==> src/rtl/uart_loader.sv <==
// Purpose: parses A5-framed UART load commands, writes 32-bit words to RAM, answers ACK/NAK, starts the core.
// Latency: one byte per 2 cycles from the RX FIFO; RAM write 1 cycle after the 4th data byte; response 2 cycles after CHK.
// Backpressure: reads only when rx_empty=0; holds in RESP while tx_full=1.
module uart_loader #(
    parameter int ADDR_W      = 13,
    parameter int TIMEOUT_CYC = 6000000
) (
    input  logic              clk,
    input  logic              rst,
    input  logic [7:0]        rx_q,
    input  logic              rx_empty,
    output logic              rx_rdreq,
    output logic [ADDR_W-1:0] ram_addr,
    output logic [31:0]       ram_data,
    output logic              ram_we,
    output logic [7:0]        tx_byte,
    output logic              tx_wrreq,
    input  logic              tx_full,
    output logic              core_run,
    output logic              busy,
    output logic              err
);

    localparam int TW    = $clog2(TIMEOUT_CYC + 1);
    localparam int HI_SH = ADDR_W - 8;

    typedef enum logic [2:0] {
        S_IDLE, S_ADDR_HI, S_ADDR_LO, S_LEN, S_DATA, S_CHK, S_RESP
    } state_t;

    state_t         state;
    state_t         state_nxt;

    logic           pend;        // read issued last cycle; rx_q valid now
    logic [TW-1:0]  tcnt;
    logic           in_frame;
    logic           timeout_hit;
    logic           hdr_bad;
    logic [7:0]     csum;
    logic [7:0]     addr_hi;
    logic [7:0]     word_cnt;
    logic [1:0]     bsel;
    logic [23:0]    word_lo;
    logic           run_cmd;
    logic           resp_ack;
    logic           we_q;
    logic           wr_q;
    logic [15:0]    full_addr;

    assign in_frame    = (state != S_IDLE) && (state != S_RESP);
    assign timeout_hit = in_frame && !pend && (tcnt == TW'(TIMEOUT_CYC - 1));
    assign hdr_bad     = ((rx_q >> HI_SH) != 8'd0);
    assign full_addr   = {addr_hi, rx_q};

    // State register
    always_ff @(posedge clk) begin
        if (rst) state <= S_IDLE;
        else     state <= state_nxt;
    end

    // Next-state: advance on each consumed byte, bail to RESP on timeout or bad header
    always_comb begin
        state_nxt = state;
        case (state)
            S_IDLE:    if (pend && rx_q == 8'hA5) state_nxt = S_ADDR_HI;
            S_ADDR_HI: if (timeout_hit) state_nxt = S_RESP;
                       else if (pend) state_nxt = hdr_bad ? S_RESP : S_ADDR_LO;
            S_ADDR_LO: if (timeout_hit) state_nxt = S_RESP;
                       else if (pend) state_nxt = S_LEN;
            S_LEN:     if (timeout_hit) state_nxt = S_RESP;
                       else if (pend) state_nxt = (rx_q == 8'd0) ? S_CHK : S_DATA;
            S_DATA:    if (timeout_hit) state_nxt = S_RESP;
                       else if (pend && bsel == 2'd3 && word_cnt == 8'd1) state_nxt = S_CHK;
            S_CHK:     if (timeout_hit) state_nxt = S_RESP;
                       else if (pend) state_nxt = S_RESP;
            S_RESP:    if (!tx_full) state_nxt = S_IDLE;
            default:   state_nxt = S_IDLE;
        endcase
    end

    // Outputs: fetch request, busy, and write strobes masked during reset
    always_comb begin
        busy     = (state != S_IDLE);
        rx_rdreq = !rst && (state != S_RESP) && !rx_empty && !pend && !timeout_hit;
        ram_we   = we_q && !rst;
        tx_wrreq = wr_q && !rst;
    end

    // Datapath: byte consumption, checksum, word assembly, address, timeout, response
    always_ff @(posedge clk) begin
        if (rst) begin
            pend     <= 1'b0;
            tcnt     <= '0;
            csum     <= 8'd0;
            addr_hi  <= 8'd0;
            word_cnt <= 8'd0;
            bsel     <= 2'd0;
            word_lo  <= 24'd0;
            run_cmd  <= 1'b0;
            resp_ack <= 1'b0;
            we_q     <= 1'b0;
            wr_q     <= 1'b0;
            ram_addr <= '0;
            ram_data <= 32'd0;
            tx_byte  <= 8'd0;
            core_run <= 1'b0;
            err      <= 1'b0;
        end else begin
            pend <= rx_rdreq;
            we_q <= 1'b0;
            wr_q <= 1'b0;

            // post-increment after each RAM write; wraps naturally at 2^ADDR_W
            if (we_q) ram_addr <= ram_addr + 1'b1;

            if (!in_frame || pend || timeout_hit) tcnt <= '0;
            else                                  tcnt <= tcnt + 1'b1;

            if (timeout_hit) begin
                err      <= 1'b1;
                resp_ack <= 1'b0;
            end

            if (pend) begin
                case (state)
                    S_IDLE: if (rx_q == 8'hA5) begin
                        csum     <= 8'd0;
                        run_cmd  <= 1'b0;
                        resp_ack <= 1'b0;
                    end
                    S_ADDR_HI: begin
                        csum    <= csum ^ rx_q;
                        addr_hi <= rx_q;
                        if (hdr_bad) begin
                            err      <= 1'b1;
                            resp_ack <= 1'b0;
                        end
                    end
                    S_ADDR_LO: begin
                        csum     <= csum ^ rx_q;
                        ram_addr <= ADDR_W'(full_addr);
                    end
                    S_LEN: begin
                        csum     <= csum ^ rx_q;
                        word_cnt <= rx_q;
                        bsel     <= 2'd0;
                        run_cmd  <= (rx_q == 8'd0);
                    end
                    S_DATA: begin
                        csum <= csum ^ rx_q;
                        bsel <= bsel + 2'd1;
                        case (bsel)
                            2'd0: word_lo[7:0]   <= rx_q;
                            2'd1: word_lo[15:8]  <= rx_q;
                            2'd2: word_lo[23:16] <= rx_q;
                            default: begin
                                ram_data <= {rx_q, word_lo};
                                we_q     <= 1'b1;
                                word_cnt <= word_cnt - 8'd1;
                            end
                        endcase
                    end
                    S_CHK: begin
                        resp_ack <= (rx_q == csum);
                        if (rx_q != csum) err <= 1'b1;
                    end
                    default: ;
                endcase
            end

            // issue the response; a clean run command starts the core with its ACK
            if (state == S_RESP && !tx_full) begin
                wr_q    <= 1'b1;
                tx_byte <= resp_ack ? 8'h06 : 8'h15;
                if (resp_ack && run_cmd) core_run <= 1'b1;
            end
        end
    end

endmodule
==> config.mk <==
export PLATFORM = sky130hd
export DESIGN_NAME = uart_loader
export DESIGN_NICKNAME = d
export VERILOG_FILES = /design/src/rtl/uart_loader.sv
export SDC_FILE = /design/constraint.sdc
export NUM_CORES = 1
export LEC_CHECK = 0
export ABC_AREA = 1
export CORE_AREA = 3 3 103 179
export DETAILED_ROUTE_END_ITERATION = 8
export DIE_AREA = 0 0 106 182
export PLACE_DENSITY = 0.6
export REMOVE_ABC_BUFFERS = 1
export SETUP_SLACK_MARGIN = 0.05
export SLEW_MARGIN = 25
export SYNTH_ARGS = -nofsm -noshare
export SYNTH_HDL_FRONTEND = slang
export SYNTH_SLANG_ARGS = --single-unit
==> constraint.sdc <==
create_clock -name clk -period 4.9 [get_ports clk]
set_input_delay 0.98 -clock clk [delete_from_list [all_inputs] [get_ports clk]]
set_output_delay 0.98 -clock clk [all_outputs]
set_load 0.01 [all_outputs]
Figure 1. Wire density map.
21 x 36 tiles, from dark blue (low) to red (high), scaled to the fullest tile. Values are wire area over tile area, all layers added.
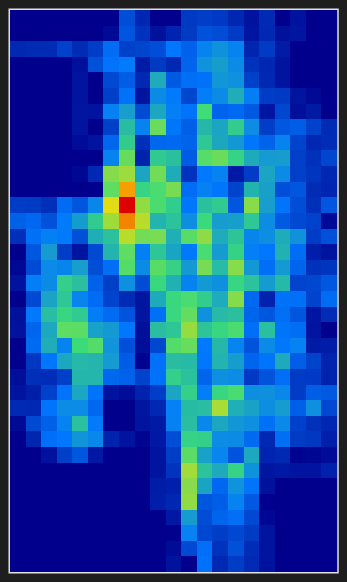
densest ninth of the die: middle
nearly empty tiles: 25%
tiles over half the peak: 6.2%

Figure 2. Cell placement.
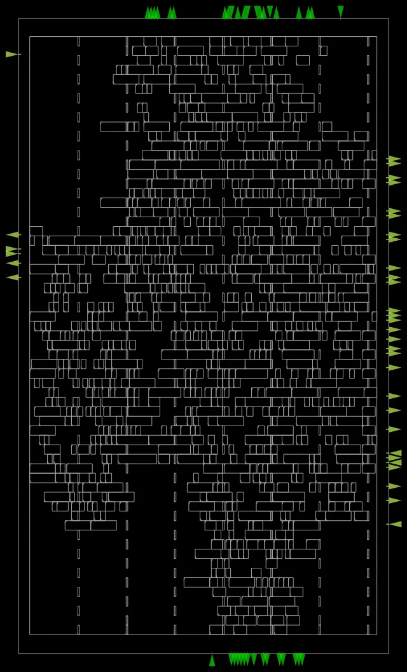
final cell count without fillers: 1,105
layout filler cell count: 1,754
floorplan row count: 63
utilization after layout: 43.30%

stage by stage:
step,utilization [%],power (mW)
floorplan,-,1.452
global placement,39.57,1.618
detailed placement,39.57,1.615
CTS,43.30,2.981
global route,43.30,3.086
finish,43.30,2.950
metal layers:
metal / vias up / track usage [%]
li1: 2756 / -
met1: 2427 / 17.55
met2: 123 / 29.37
met3: 33 / 2.206
met4: 0 / 8.921
met5: - / 0
layout make-up:
type	count	area, um2	share of cell area [%]
clock buffer	17	425.4	5.771
clock inverter	15	209.0	2.834
inverter	71	269.0	3.649
multi-input combinational	574	2914	39.53
sequential	128	2562	34.76
tap	227	284.0	3.853
timing repair buffer	73	708.2	9.606
kinds of logic (layout without fill, tap and decap cells):
kind of cell | Yosys count | after routing | synth area share (%)
simple gates | 375 | 375 | 28.44
compound gates | 160 | 160 | 14.39
flops | 128 | 128 | 42.89
buf+inv | 115 | 176 | 8.523
xor+xnor | 26 | 26 | 3.812
fa+ha+maj | 9 | 9 | 1.885
other cells | 1 | 4 | 0.06277
path summary, 6_finish.rpt:
check,startpoint,to
setup reg to reg,state[1]$_SDFFE_PP0P_,word_cnt[5]$_SDFFE_PP0P_
hold / removal,tcnt[0]$_SDFF_PP0_,tcnt[0]$_SDFF_PP0_
hold reg to reg,tcnt[0]$_SDFF_PP0_,tcnt[0]$_SDFF_PP0_
setup / recovery,tcnt[0]$_SDFF_PP0_,rx_rdreq
state kept, by name, indices dropped and copies added, names as in the netlist:
name	cells
addr_hi	5
bsel	2
core_run	1
csum	8
err	1
pend	1
ram_addr	13
ram_data	32
resp_ack	1
run_cmd	1
state	3
tcnt	23
tx_byte	3
we_q	1
word_cnt	8
word_lo	24
wr_q	1
synth_stat cells, types with 2 or more instances:
cell type,count
sky130_fd_sc_hd__buf_1,2
sky130_fd_sc_hd__o21ai_0,44
sky130_fd_sc_hd__xnor2_1,8
sky130_fd_sc_hd__nor2_4,5
sky130_fd_sc_hd__inv_2,5
sky130_fd_sc_hd__clkbuf_1,20
sky130_fd_sc_hd__o21ai_2,2
sky130_fd_sc_hd__o211ai_1,5
sky130_fd_sc_hd__ha_1,9
sky130_fd_sc_hd__buf_6,4
sky130_fd_sc_hd__buf_4,9
sky130_fd_sc_hd__o21bai_1,6
sky130_fd_sc_hd__nand2_4,4
sky130_fd_sc_hd__nand2_1,139
sky130_fd_sc_hd__buf_2,8
sky130_fd_sc_hd__nand4_1,14
sky130_fd_sc_hd__nor3_1,12
sky130_fd_sc_hd__nand3_1,72
sky130_fd_sc_hd__a211oi_1,2
sky130_fd_sc_hd__inv_1,65
sky130_fd_sc_hd__nand3b_1,2
sky130_fd_sc_hd__a21oi_1,92
sky130_fd_sc_hd__a31oi_1,7
sky130_fd_sc_hd__nor2_1,108
sky130_fd_sc_hd__nand3_2,3
sky130_fd_sc_hd__nor2_2,2
sky130_fd_sc_hd__dfxtp_1,128
sky130_fd_sc_hd__or2_2,2
sky130_fd_sc_hd__nand2_2,4
sky130_fd_sc_hd__xor2_1,18
power by group:
| group | switching (mW) | internal, mW |
|---|---|---|
| sequential | 0.0411 | 1.08 |
| clock | 0.497 | 0.858 |
| combinational | 0.319 | 0.157 |
==> summary.txt <==
Physical design

The flow ran to the end, and the final reports show no timing, DRC or antenna violations. The most common logic cell in the final layout is sky130_fd_sc_hd__nand2_1. Pins over their slew limit in the final report were tallied at 0. The share of post-route cells with drive strength above 1 stands at 8.087%. The total placed instance area stands at 6738 um2.

The worst setup path is captured at an output port. The worst slew slack as a fraction of its limit stands at 50.10%. Counting tap cells, the placed design contains a total of 1,073 instances.

0 antenna diodes ended up in the layout. Buffers inserted to repair hold after CTS numbered 0. The post-route setup TNS stands at 0 ns. Leaving out fill and tap cells, the most frequent cells in the layout are sky130_fd_sc_hd__nand2_1 (139), sky130_fd_sc_hd__dfxtp_1 (128), sky130_fd_sc_hd__nor2_1 (108). Detailed placement finished with a half-perimeter wire length of 10.77 mm.

Yosys reports a chip area of 5974 um2. Dividing total power by cell area gives a power density of 400.1 nW/um2. The transition at the pin with the smallest max-transition slack stands at 0.7467 ns. The number of buffers and inverters on the critical path is 2.

The global routing report lists combined usage of all routing layers as 16.06%. Along the worst hold path, the cell count comes to 1. In this run the top signal layer used is met4. The share of synthesized area in the top cell type comes to 42.89%. The met2 wire length stands at 8.070 mm. The gate count after technology mapping stands at 814. Counting the buffers created by CTS gives 17. According to the floorplan report, the total die area is 19,290 um2.

Grouping stages by cell kind, the critical path spends the most delay in simple AND/OR/NAND/NOR gates. The shortest period the worst path allows stands at 3.329 ns. The vias after detailed routing stands at 5,339. The cell depth of the worst flop-to-flop path stands at 9. In this run the clock root is driven by a sky130_fd_sc_hd__clkbuf_16.

The number of iterations in the first detailed-routing pass stands at 5. The via count of the first global-routing pass stands at 5,162. TritonCTS built the clock tree. In this run, the number of DRC markers left after iteration 0 of detailed routing was 202.

The final timing report gives a worst setup slack of 1.571 ns. Per the detail_route report, DRC violations left total 0. Measured along the y axis, the die boundary spans 182 um. The stage logs contain a warning count of 30. The finished design was reported to have a net count of 886. The sequential cell area fraction in the yosys report stands at 42.89%. The largest net degree at the start of global routing stands at 39. The yosys cell count stands at 814.

The first global-routing pass estimated 25.12 mm of wire. sky130_fd_sc_hd__dfxtp_1 takes more of the synthesized area than any other cell. The count of cells resized by post-cts repair stands at 0.

The layout-stage area growth over the synthesis result stands at 23.39%. The critical path runs through a total of 9 cells. Buffers placed on the I/O ports in this run total 66. The floorplan report gives the top-level pin count as 71. In the routed layout, each cell is associated on average with a via count of 4.832. The clock reaches the later pin of the worst-skew pair after 0.42 ns.

The routed metal-1 wire length stands at 5.952 mm. The fraction of registers with async set or reset after synthesis stands at 0%. The synthesis report lists the most area-consuming cells as sky130_fd_sc_hd__dfxtp_1 (43%), sky130_fd_sc_hd__nand2_1 (8.7%), sky130_fd_sc_hd__a21oi_1 (7.7%), sky130_fd_sc_hd__nor2_1 (6.8%), sky130_fd_sc_hd__nand3_1 (6.0%).

In the CTS report, the clock slew at the register clock pins of the worst setup and hold paths is listed as 0.06 ns. The number of flops mapped to enable cells by yosys stands at 0. The cell sequence reported for the critical path is ha_1, nand2_1, nor2_2, nand2_1, nor2_1, nand3_2, nand2_1, inv_1, clkdlybuf4s50_1. Per the post-route antenna check, the number of violating nets is 0. The final hold violation count recorded for this run is 0.

The maximum level of the CTS H-tree stands at 4. The register bit total from synthesis stands at 128. Setup repair after global routing left no endpoint under its margin.

The detailed router reported a total wirelength of 15.14 mm. The critical path maximum fanout is 4. The post-synthesis area per instance stands at 7.340 um2. The most numerous cell type found on the critical path is sky130_fd_sc_hd__nand2_1.

The register-to-register path setup slack stands at 2.32 ns. The worst hold path belongs to the class reg -> reg. The total overflow left after global routing is 0. The initial antenna violation count is 0. The worst clock skew on the final layout stands at 0.009538 ns. The post-synthesis instance area stands at 5974 um2. The core region is 17,030 um2. The post-CTS setup buffer count stands at 0. The die is 106 um wide. Per the gpl log, the routability congestion estimate is 0.8405. The CTS sink count stands at 128. STA classifies the critical path startpoint as a register. The warning tally printed by Yosys for this design is 0. The critical path's slowest stage uses the library cell sky130_fd_sc_hd__clkdlybuf4s50_1.

The total leakage power stands at 2.760 nW. The worst voltage drop across the vdd grid stands at 0.2379 mV. Looking at the clock tree report, the maximum root-to-sink buffer count equals 2. In the setup report, the worst path falls into the class reg -> out.
Power is estimated from default activity; no workload was simulated.
